==> src/rtl/ipf_pkg.sv <==
// Shared types and constants for the IPF LCU feeder: frame geometry, LCU size
// encoding, parameter-word layout and the feeder state enum.
package ipf_pkg;

  localparam int IMG_W      = 128;
  localparam int RD_LAT     = 1;
  localparam int FIFO_DEPTH = 2;

  typedef enum logic [1:0] {
    LCU_16   = 2'd0,
    LCU_32   = 2'd1,
    LCU_64   = 2'd2,
    LCU_RSVD = 2'd3
  } lcu_size_t;

  // Parameter word: {type, band_pos, wo_class, offset}
  localparam int PAR_TYPE_LSB = 22;
  localparam int PAR_TYPE_W   = 2;
  localparam int PAR_BAND_LSB = 17;
  localparam int PAR_BAND_W   = 5;
  localparam int PAR_WO_LSB   = 16;
  localparam int PAR_OFF_LSB  = 0;
  localparam int PAR_OFF_W    = 16;

  typedef enum logic [2:0] {
    ST_IDLE   = 3'd0,
    ST_PARAM  = 3'd1,
    ST_PLOAD  = 3'd2,
    ST_STREAM = 3'd3,
    ST_DONE   = 3'd4
  } feeder_state_t;

  function automatic logic [6:0] lcu_dim(input logic [1:0] sz);
    return 7'd16 << sz;
  endfunction

  // Highest LCU coordinate per side (N-1).
  function automatic logic [2:0] lcu_last(input logic [1:0] sz);
    return 3'd7 >> sz;
  endfunction

  function automatic logic [12:0] lcu_pixels(input logic [1:0] sz);
    return 13'd256 << {sz, 1'b0};
  endfunction

endpackage

==> src/rtl/ipf_pix_fifo.sv <==
// Two-entry 8-bit pixel FIFO between the image ROM return path and the IPF beat.
// Push and pop may happen together, including when full.
module ipf_pix_fifo
  import ipf_pkg::*;
(
  input  logic       clk,
  input  logic       reset,
  input  logic       push,
  input  logic [7:0] push_data,
  input  logic       pop,
  output logic [7:0] head,
  output logic [1:0] count
);

  logic [7:0] mem [FIFO_DEPTH];
  logic       wr_ptr;
  logic       rd_ptr;

  assign head = mem[rd_ptr];

  always_ff @(posedge clk) begin
    if (reset) begin
      mem[0] <= 8'd0;
      mem[1] <= 8'd0;
      wr_ptr <= 1'b0;
      rd_ptr <= 1'b0;
      count  <= 2'd0;
    end else begin
      if (push) begin
        mem[wr_ptr] <= push_data;
        wr_ptr      <= ~wr_ptr;
      end
      if (pop) rd_ptr <= ~rd_ptr;
      count <= count + {1'b0, push} - {1'b0, pop};
    end
  end

endmodule

==> src/rtl/ipf_lcu_feeder.sv <==
// Streams a 128x128 frame from the image ROM to the IPF input port LCU by LCU,
// presenting each LCU's parameter word and coordinates alongside its pixels.
//
// state  | meaning
// IDLE   | waiting for start with a legal LCU size
// PARAM  | parameter ROM read for the current LCU
// PLOAD  | parameter word and coordinates registered onto the outputs
// STREAM | fetch and send the S*S pixels of the current LCU
// DONE   | one-cycle done pulse, back to IDLE
module ipf_lcu_feeder
  import ipf_pkg::*;
(
  input  logic        clk,
  input  logic        reset,
  input  logic        start,
  input  logic [1:0]  cfg_lcu_size,
  output logic        img_rd,
  output logic [13:0] img_addr,
  input  logic [7:0]  img_data,
  output logic        par_rd,
  output logic [5:0]  par_addr,
  input  logic [23:0] par_data,
  input  logic        busy,
  output logic        in_en,
  output logic [7:0]  din,
  output logic [1:0]  ipf_type,
  output logic [4:0]  ipf_band_pos,
  output logic        ipf_wo_class,
  output logic [15:0] ipf_offset,
  output logic [2:0]  lcu_x,
  output logic [2:0]  lcu_y,
  output logic [1:0]  lcu_size,
  output logic        done
);

  feeder_state_t state, state_nx;
  logic [1:0]  sz;
  logic [2:0]  cx, cy, lcu_max;
  logic [5:0]  fr, fc, lcu_idx;
  logic [6:0]  s_dim;
  logic [12:0] fetch_left, beat_left;
  logic [13:0] row_pix, col_pix, pix_addr;
  logic [2:0]  fill;
  logic [1:0]  fifo_cnt;
  logic        inflight, pop, last_beat, last_lcu;

  assign s_dim     = lcu_dim(sz);
  assign lcu_max   = lcu_last(sz);
  assign lcu_idx   = ({3'b000, cy} << (2'd3 - sz)) + {3'b000, cx};
  assign row_pix   = 14'(cy) * 14'(s_dim) + 14'(fr);
  assign col_pix   = 14'(cx) * 14'(s_dim) + 14'(fc);
  assign pix_addr  = row_pix * 14'(IMG_W) + col_pix;

  assign in_en     = (state == ST_STREAM) && (fifo_cnt != 2'd0) && !busy;
  assign pop       = in_en;
  // Reads still in flight count as occupied so the FIFO can never overflow.
  assign fill      = {1'b0, fifo_cnt} + {2'b00, inflight} - {2'b00, pop};
  assign img_rd    = (state == ST_STREAM) && (fetch_left != 13'd0) && (fill < 3'(FIFO_DEPTH));
  assign img_addr  = img_rd ? pix_addr : 14'd0;
  assign par_addr  = par_rd ? lcu_idx : 6'd0;
  assign last_beat = pop && (beat_left == 13'd1);
  assign last_lcu  = (cx == lcu_max) && (cy == lcu_max);

  ipf_pix_fifo u_fifo (
    .clk       (clk),
    .reset     (reset),
    .push      (inflight),
    .push_data (img_data),
    .pop       (pop),
    .head      (din),
    .count     (fifo_cnt)
  );

  always_ff @(posedge clk) begin
    if (reset) state <= ST_IDLE;
    else       state <= state_nx;
  end

  always_comb begin
    state_nx = state;
    par_rd   = 1'b0;
    done     = 1'b0;
    case (state)
      ST_IDLE:   if (start && (cfg_lcu_size != LCU_RSVD)) state_nx = ST_PARAM;
      ST_PARAM: begin
        par_rd   = 1'b1;
        state_nx = ST_PLOAD;
      end
      ST_PLOAD:  state_nx = ST_STREAM;
      ST_STREAM: if (last_beat) state_nx = last_lcu ? ST_DONE : ST_PARAM;
      ST_DONE: begin
        done     = 1'b1;
        state_nx = ST_IDLE;
      end
      default:   state_nx = ST_IDLE;
    endcase
  end

  always_ff @(posedge clk) begin
    if (reset) begin
      sz           <= 2'd0;
      cx           <= 3'd0;
      cy           <= 3'd0;
      fr           <= 6'd0;
      fc           <= 6'd0;
      fetch_left   <= 13'd0;
      beat_left    <= 13'd0;
      inflight     <= 1'b0;
      ipf_type     <= 2'd0;
      ipf_band_pos <= 5'd0;
      ipf_wo_class <= 1'b0;
      ipf_offset   <= 16'd0;
      lcu_x        <= 3'd0;
      lcu_y        <= 3'd0;
      lcu_size     <= 2'd0;
    end else begin
      inflight <= img_rd;
      case (state)
        ST_IDLE: if (start && (cfg_lcu_size != LCU_RSVD)) begin
          sz <= cfg_lcu_size;
          cx <= 3'd0;
          cy <= 3'd0;
          fr <= 6'd0;
          fc <= 6'd0;
        end
        ST_PLOAD: begin
          ipf_type     <= par_data[PAR_TYPE_LSB +: PAR_TYPE_W];
          ipf_band_pos <= par_data[PAR_BAND_LSB +: PAR_BAND_W];
          ipf_wo_class <= par_data[PAR_WO_LSB];
          ipf_offset   <= par_data[PAR_OFF_LSB +: PAR_OFF_W];
          lcu_x        <= cx;
          lcu_y        <= cy;
          lcu_size     <= sz;
          fetch_left   <= lcu_pixels(sz);
          beat_left    <= lcu_pixels(sz);
          fr           <= 6'd0;
          fc           <= 6'd0;
        end
        ST_STREAM: begin
          if (img_rd) begin
            fetch_left <= fetch_left - 13'd1;
            if ({1'b0, fc} == s_dim - 7'd1) begin
              fc <= 6'd0;
              fr <= fr + 6'd1;
            end else begin
              fc <= fc + 6'd1;
            end
          end
          if (pop) beat_left <= beat_left - 13'd1;
          if (last_beat) begin
            if (cx == lcu_max) begin
              cx <= 3'd0;
              cy <= cy + 3'd1;
            end else begin
              cx <= cx + 3'd1;
            end
          end
        end
        default: ;
      endcase
    end
  end

endmodule

==> config.mk <==
export PLATFORM = sky130hd
export DESIGN_NAME = ipf_lcu_feeder
export DESIGN_NICKNAME = d
export VERILOG_FILES = /design/src/rtl/ipf_pkg.sv /design/src/rtl/ipf_pix_fifo.sv /design/src/rtl/ipf_lcu_feeder.sv
export SDC_FILE = /design/constraint.sdc
export NUM_CORES = 1
export LEC_CHECK = 0
export CAP_MARGIN = 20
export CORE_MARGIN = 4
export CORE_UTILIZATION = 25
export DETAILED_ROUTE_END_ITERATION = 12
export DONT_BUFFER_PORTS = 1
export HOLD_SLACK_MARGIN = 0.05
export MAX_ROUTING_LAYER = met4
export PLACE_DENSITY = 0.41
export SETUP_SLACK_MARGIN = 0.4
export SYNTH_ARGS = -nofsm -noshare
export SYNTH_HDL_FRONTEND = slang
export SYNTH_SLANG_ARGS = --single-unit
export TNS_END_PERCENT = 50
==> constraint.sdc <==
create_clock -name clk -period 4.2 [get_ports clk]
set_input_delay 1.05 -clock clk [delete_from_list [all_inputs] [get_ports clk]]
set_output_delay 1.05 -clock clk [all_outputs]
set_load 0.01 [all_outputs]
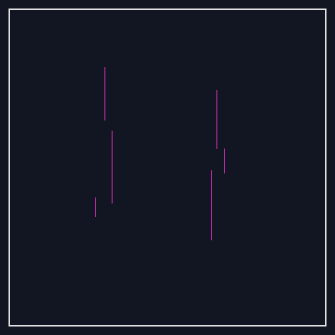
*Signal wires on met4, run 1*
(2 px per um)
wire length on this layer	148 um
share of all routed wire	0.97%
final wirelength: 15400 um
total number of vias: 4654

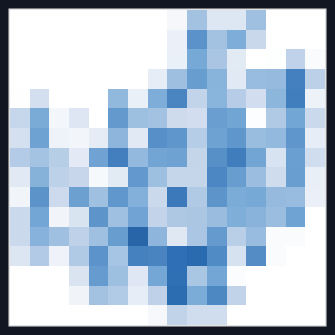
*Cell density map, run 1*
(2 px per um) 16 x 16 tiles, from white (low) to dark blue (high), 0 to 100% covered.
emptiest ninth of the die	top left
tiles over 75% full	1.2%
fullest tile	79%
mean over tiles	26%
fp_density: 25.5%
CORE AREA: 21900 um2

==> ci_impl_report.md, run 1 <==
## Implementation flow summary

| Metric | Value |
|---|---|
| Fin area | `6720 um2` |
| Ao+oa area frac | `14.7%` |
| Top cells excl fill/tap | `nand2_1 (90), dfxtp_1 (84), a21oi_1 (58)` |
| Post-synth EDFFs | `16` |
| Synth Register Bits | `103` |
| Layout area overhead | `20.3%` |
| Slew Limit Fails | `0` |
| CTS Hold Bufs | `0` |
| Status | `finished clean` |
| Fillers | `2358` |
| Setup crit end kind | `output port` |
| Port-buffer cells | `0` |
| Critical path's slowest cell | `fa_2` |
| Endpoints failing setup | `0` |
| CTS tree | `done` |
| Worst Reg2Reg Path Length in Cells | `13` |
| Fa+ha+maj area frac | `8.42%` |
| Yosys simple share | `25.9%` |
| Worst slew pin tran | `0.689 ns` |
| Crit-path max cell delay | `0.45 ns` |
| Seq/total area | `33.2%` |
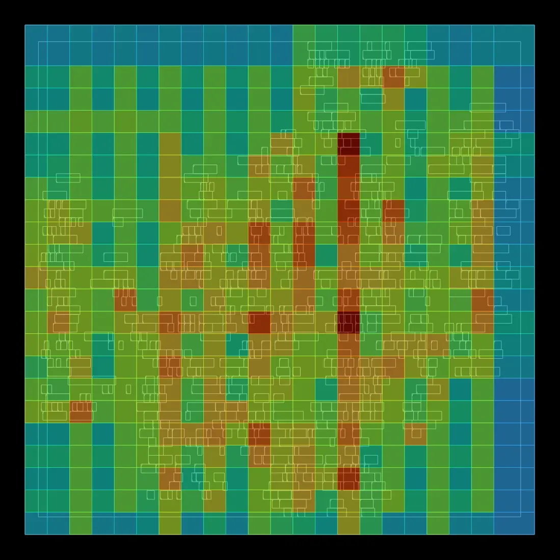
*Routing congestion map, run 1*
met1 Use GR: 16.1%
M2 GR Usage: 20.1%
Final Core Density: 30.7%
routed len/inst: 16.1 um

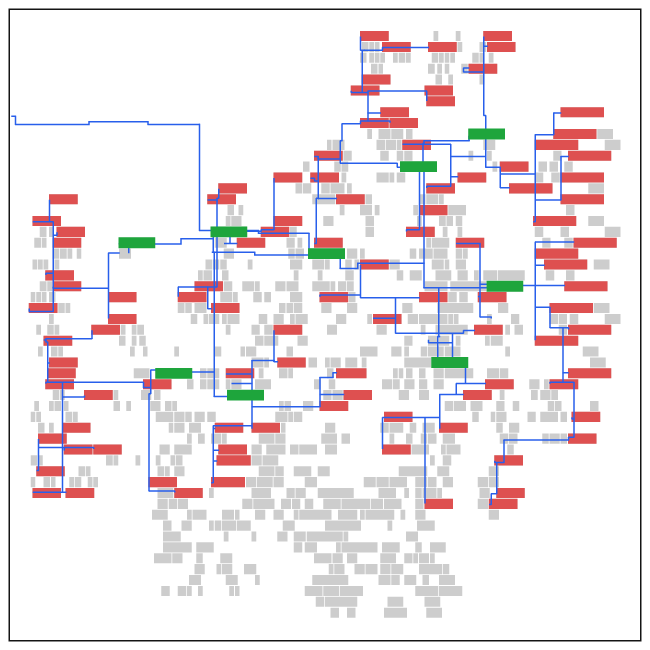
*Clock wires, drivers and flops, run 1*
(4 px per um)
[blue] clock wires | length: 1420 um
[red] flip-flops | count: 103
[green] clock-net drivers | count: 9
routed clock nets	10
clock power share: 34.4%
clk_lat worst skew: 0.35 ns
Worst Skew: 0.0134 ns
clk pwr: 785 uW

## run 1: per-layer routing
metal / up-vias / part of all wire, % / track usage [%] / routed length (um)
met5: - / 0 / - / 0
met4: 0 / 0.96 / 2.54 / 148
met3: 14 / 6.5 / 3.77 / 1010
met2: 109 / 46 / 20.1 / 7070
met1: 2215 / 46 / 16.1 / 7130
li1: 2316 / - / - / -
## run 1: repair_timing
item                                    4_1_cts  5_1_grt
pin swaps                                    19        9
hold endpoints to repair                      0        0
cloned                                        1        0
resized                                      45        8
setup buffers                                12        6
endpoints found under the setup margin       15       15
## run 1: path summary, 6_finish.rpt
path / from / to
max: sz[1] / img_addr[13]
min: fetch_left[10] / fetch_left[10]
max reg2reg: state[0] / fr[5]
min reg2reg: fetch_left[10] / fetch_left[10]
## run 1: cells in the mapped netlist (all sizes together) (4+ instances only)
cell type and number:
o31ai 6, nand3 14, or4 7, and3 9
mux2 9, or3 12, o21ai 20, clkbuf 25
nor2 53, and2 31, nand4 8, xnor2 16
buf 10, inv 24, a21boi 7, nor3 15
dfxtp 87, a21oi 62, fa 6, nand3b 5
nor2b 6, ha 28, edfxtp 16, o211ai 5
a21o 6, nor4 6, nand2 91, xor2 10
nand2b 5, a31oi 4, mux2i 6
## run 1: worst reg2reg max path, stage by stage (launching register included)
cell	delay (ns)
dfxtp_1	0.49
nand3b_1	0.21
nor2_4	0.18
ha_4	0.22
inv_4	0.05
ha_4	0.12
fa_2	0.43
inv_2	0.07
buf_4	0.10
buf_4	0.10
a21oi_1	0.06
or3_1	0.51
or4_1	0.57
a21boi_1	0.15
## run 1: power breakdown
| part | switching (uW) | internal, uW |
|---|---|---|
| Clock | 381 | 404 |
| Combinational | 253 | 153 |
| Sequential | 48.2 | 1050 |
## Run 2: what changed since run 1
--- a/config.mk
+++ b/config.mk
@@ -6,13 +6,15 @@
 export NUM_CORES = 1
 export LEC_CHECK = 0
 export CAP_MARGIN = 20
+export CELL_PAD_IN_SITES_DETAIL_PLACEMENT = 1
+export CELL_PAD_IN_SITES_GLOBAL_PLACEMENT = 1
 export CORE_MARGIN = 4
 export CORE_UTILIZATION = 25
 export DETAILED_ROUTE_END_ITERATION = 12
 export DONT_BUFFER_PORTS = 1
 export HOLD_SLACK_MARGIN = 0.05
 export MAX_ROUTING_LAYER = met4
-export PLACE_DENSITY = 0.41
+export PLACE_DENSITY = 0.48
 export SETUP_SLACK_MARGIN = 0.4
 export SYNTH_ARGS = -nofsm -noshare
 export SYNTH_HDL_FRONTEND = slang
==> constraint.sdc (replaced) <==
create_clock -name clk -period 4.9 [get_ports clk]
set_input_delay 1.225 -clock clk [delete_from_list [all_inputs] [get_ports clk]]
set_output_delay 1.225 -clock clk [all_outputs]
set_load 0.01 [all_outputs]
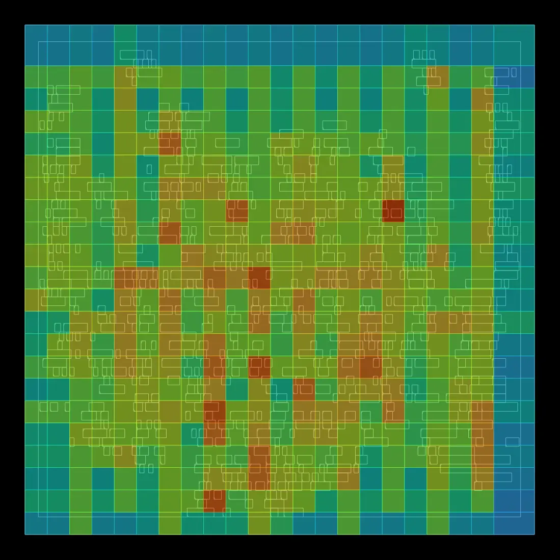
*Routing congestion map, run 2*
GRT busiest layer: met2
met1 Use GR: 16.7%
global routing met3 resource utilization: 3.71%

==> run 2 against run 1 <==
Non-clock buffer count down 21; largest power group unchanged; critical path depth down 1; hold slack worse by 0.0076 ns; global-route usage is 1.1 points higher; clock skew down 0.0015 ns.
==> ci_impl_report.md, run 2 <==
## Implementation flow summary

| Metric | Value |
|---|---|
| Status | `finished clean` |
| Inserted Diodes | `0` |
| CTS tree | `done` |
| Crit-path max cell delay | `0.47 ns (+0.02 ns)` |
| Crit path launch type | `register` |
| Post-synth EDFFs | `16 (unchanged)` |
| Fp_density | `25.5% (unchanged)` |
| Yosys simple share | `25.9% (unchanged)` |
| Ao+oa area frac | `14.7% (unchanged)` |
| Worst Skew | `0.0120 ns (-0.00145 ns)` |
| Slew headroom | `49.0%` |
| Worst slew pin tran | `0.758 ns (+0.0693 ns)` |
| First-pass GRT wire length | `26500 um` |
| Final wirelength | `16400 um (+6.8%)` |
| Setup crit end kind | `output port` |
| CP max FO | `7` |
| Fa+ha+maj area frac | `8.42% (unchanged)` |
| Metal1 wirelength | `7570 um (+6.2%)` |
| Synth Register Bits | `103 (unchanged)` |
| Routed len/inst | `17.6 um (+9.3%)` |
| WP data arrival | `3.17 ns` |
| Port-buffer cells | `0 (unchanged)` |
| Fillers | `2564 (+8.7%)` |
| CORE AREA | `21900 um2 (unchanged)` |
| Met2 Routed Length | `7670 um (+8.6%)` |
| Fin. Hold Viols | `0` |
| Met3 WL | `992 um (-1.3%)` |
| Top cells excl fill/tap | `nand2_1 (90), dfxtp_1 (83), a21oi_1 (58)` |
| Endpoints failing setup | `0 (unchanged)` |
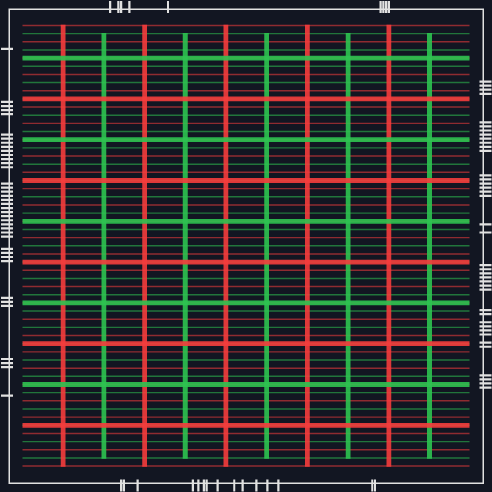
*Floorplan with the power grid, run 2*
(3 px per um) Pins as bars on the die edge.
color	net
red	VSS
green	VDD
rows	54
met1 rails	55
signal pins	102
met5 straps	10
met4 straps	10
die width: 157 um
VDD IR max: 154 uV
Die Y: 157 um

## run 2: cell types whose count changed in the layout (fill, tap and decap cells not counted), moves of 4 or more
cell and change:
nor2_4 -4, inv_1 +5, buf_4 -19, ha_1 +8, ha_4 -7, and2_1 +4
and2_4 -4
## run 2: per-layer routing
layer / GRT usage, % / up-vias
met5: - / -
met2: 23.0 / 90
li1: - / 2270
met4: 3.07 / 0
met1: 16.7 / 2291
met3: 3.71 / 12
## run 2: worst paths after layout
check	startpoint	cells past startpoint	end	slack (ns)
setup / recovery	sz[0]	10	img_addr[12]	0.51
hold / removal	beat_left[3]	2	beat_left[3]	0.48
setup reg to reg	state[2]	12	fr[5]	1.45
hold reg to reg	beat_left[3]	2	beat_left[3]	0.48
## run 2: stage by stage
stage	setup slack [ns]	cell area, um2	utilization [%]
floorplan	0.422	5630	-
global placement	0.405	5960	27.2
detailed placement	0.292	5960	27.2
CTS	0.364	6280	28.7
global route	0.368	6360	29.1
finish	0.505	6360	29.1
## run 2: report_power, final
group          internal [uW]  total, uW  switching, uW
clock network            402        746            344
registers                896        940           44.1
logic                    103        300            197
total                   1400       1990            585
## run 2: cell type report
type | instances | share of cell area (%)
clock inverters | 7 | 1.24
inverters | 24 | 1.42
multi-input cells | 490 | 51.0
flip-flops and latches | 103 | 35.0
repair buffers | 18 | 2.30
clock buffers | 9 | 3.54
well taps | 280 | 5.51
## run 2: what timing repair did
| action | 4_1_cts | 5_1_grt |
|---|---|---|
| gates resized | 7 | 16 |
| pin swaps | 1 | 3 |
| hold buffers | 0 | 0 |
| hold endpoints to repair | 0 | 0 |
| buffers inserted | 0 | 2 |
| endpoints found under the setup margin | 8 | 13 |
## run 2: tightest hold or removal path, cell delays in order (launching register included)
cell,delay (ns)
dfxtp_1,0.32
o41ai_1,0.06
a21oi_1,0.06
## Run 3: what changed since run 2
--- a/config.mk
+++ b/config.mk
@@ -15,7 +15,7 @@
 export HOLD_SLACK_MARGIN = 0.05
 export MAX_ROUTING_LAYER = met4
 export PLACE_DENSITY = 0.48
-export SETUP_SLACK_MARGIN = 0.4
+export SLEW_MARGIN = 20
 export SYNTH_ARGS = -nofsm -noshare
 export SYNTH_HDL_FRONTEND = slang
 export SYNTH_SLANG_ARGS = --single-unit
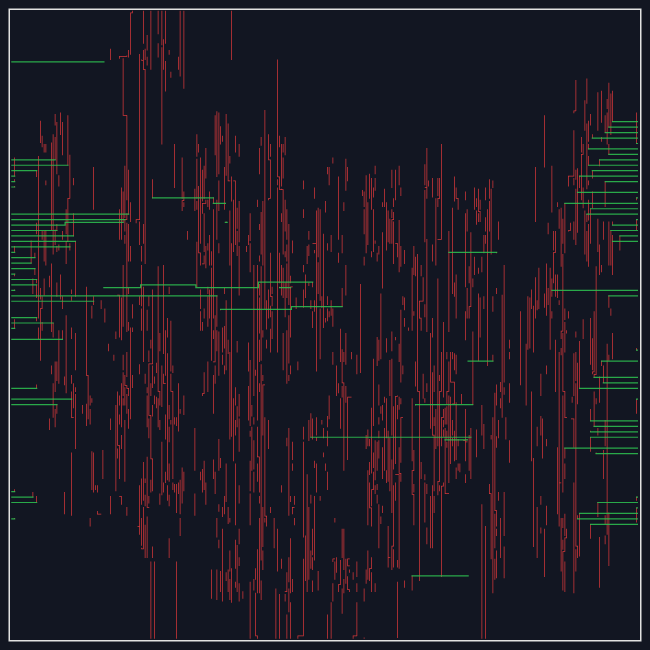
*Metal layers overlaid, run 3*
(4 px per um) Two of the layers only.
color	layer	wire length
green	M3	963 um
red	M2	7590 um
global-route usage over all layers: 13.9%
routed len/inst: 17.4 um
final wirelength: 16400 um
total number of vias: 4675

==> run 3 against run 2 <==
Register-to-register slack hardly changed; first-iteration DRC count is 2.9% lower; cell count is 0.86% higher; via count is 0.26% higher; clock-buffer cell count is 2 higher; wire length is 0.13% lower; clock skew is 0.0031 ns higher; largest power group unchanged.
==> ci_impl_report.md, run 3 <==
## Implementation flow summary

| Metric | Value |
|---|---|
| Status | `finished clean` |
| Fillers | `2582 (+0.70%)` |
| Comb power frac | `14.5% (-0.6 points)` |
| Worst r2r src | `state[2]` |
| Synth Register Bits | `103 (unchanged)` |
| Hold Crit Depth | `2 (unchanged)` |
| Inserted Diodes | `0 (unchanged)` |
| Worst Reg2Reg Path Length in Cells | `11 (-1)` |
| Port-buffer cells | `0 (unchanged)` |
| Internal Power | `1450 uW (+3.4%)` |
| Die width | `157 um (unchanged)` |
| Hold Crit Endpoint | `fetch_left[8]` |
| Clock power share | `38.7% (+1.1 points)` |
| First-pass GRT wire length | `26600 um (+0.49%)` |
| CTS tree | `done` |
| GRT busiest layer | `met2` |
| WP data arrival | `3.46 ns (+0.29 ns)` |
| Comb power | `291 uW (-3%)` |
| Fin area | `6320 um2 (-0.69%)` |
| Met1 Use GR | `17.7% (+1.0 points)` |
| Met2 Routed Length | `7590 um (-1.1%)` |
| Switch Pwr | `561 uW (-4.1%)` |
| Area after DPL | `5990 um2 (+0.55%)` |
| Crit path launch type | `register` |
| Fp_density | `25.5% (unchanged)` |
| Reg-to-reg slack, setup | `1.45 ns (about the same)` |
| Pre-CTS WS | `0.0943 ns (-0.198 ns)` |
| CORE AREA | `21900 um2 (unchanged)` |
| Endpoints failing setup | `0 (unchanged)` |
| Reg2reg end | `fr[4]` |
| Die Y | `157 um (unchanged)` |
| Sequential power | `941 uW (about the same)` |
| Post-synth EDFFs | `16 (unchanged)` |
| Slew headroom | `48.1% (-0.93 points)` |
| CTS Hold Bufs | `0 (unchanged)` |
| Metal1 wirelength | `7680 um (+1.4%)` |
| Worst slew pin tran | `0.768 ns (+0.0101 ns)` |
| Met3 WL | `962 um (-3.0%)` |
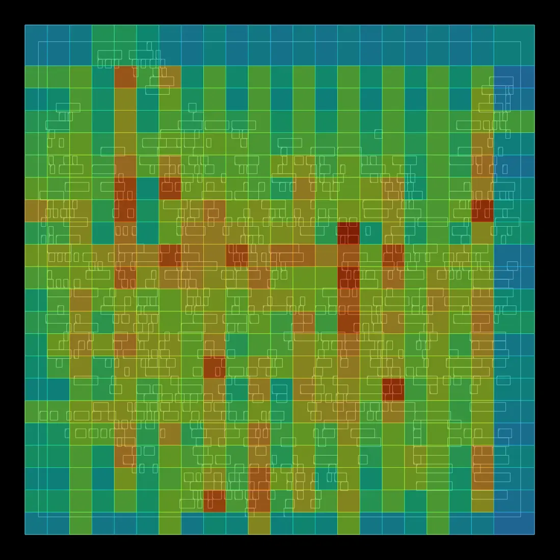
*Routing congestion map, run 3*
M2 GR Usage: 22.3%
global routing met3 resource utilization: 3.66%

[run 3: netlist changes by cell type in the layout (fill, tap and decap cells not counted), sizes merged]
cell	previous run	this run
buf	18	26
bufinv	1	2
clkbuf	9	11
clkinv	3	1
inv	26	25
[run 3: worst max-delay path by stage]
stage | from | end | slack, ns | cells past startpoint
floorplan | busy | img_addr[7] | 0.15 | 11
global placement | busy | img_addr[7] | 0.26 | 11
detailed placement | busy | img_addr[7] | 0.09 | 11
CTS | sz[0] | img_addr[13] | 0.09 | 12
global route | sz[0] | img_addr[13] | 0.01 | 13
finish | sz[0] | img_addr[12] | 0.22 | 12
[run 3: logic make-up (layout without fill, tap and decap cells)]
family | after synthesis | after routing | share of synthesized area [%]
xor+xnor | 26 | 26 | 4.08
simple gates | 281 | 281 | 25.9
mux | 15 | 15 | 2.89
fa+ha+maj | 34 | 34 | 8.42
compound gates | 134 | 134 | 14.7
flops | 103 | 103 | 39.8
buf+inv | 59 | 66 | 4.21
[run 3: critical path: stages, from the launching register on]
cell and delay (ns):
dfxtp_2 0.39, buf_4 0.17, nor2_1 0.07, ha_1 0.21, fa_1 0.49, ha_1 0.33, ha_1 0.30, a21o_1 0.18
a21o_1 0.20, a21boi_1 0.30, o21ai_0 0.16, a21oi_1 0.16, buf_4 0.14
[run 3: what timing repair did]
item	4_1_cts	5_1_grt
setup endpoints to repair	3	8
gates resized	3	4
pin swaps	0	1
gates cloned	0	0
[run 3: cell type report]
class / instances / area share [%]
clock inverter: 5 / 1.29
clock buffer: 11 / 3.68
inverter: 24 / 1.43
timing repair buffer: 26 / 3.09
sequential: 103 / 35.2
tap: 280 / 5.55
multi-input combinational: 490 / 49.7
Power figures rest on the tool's default switching activity, not on a simulated workload.
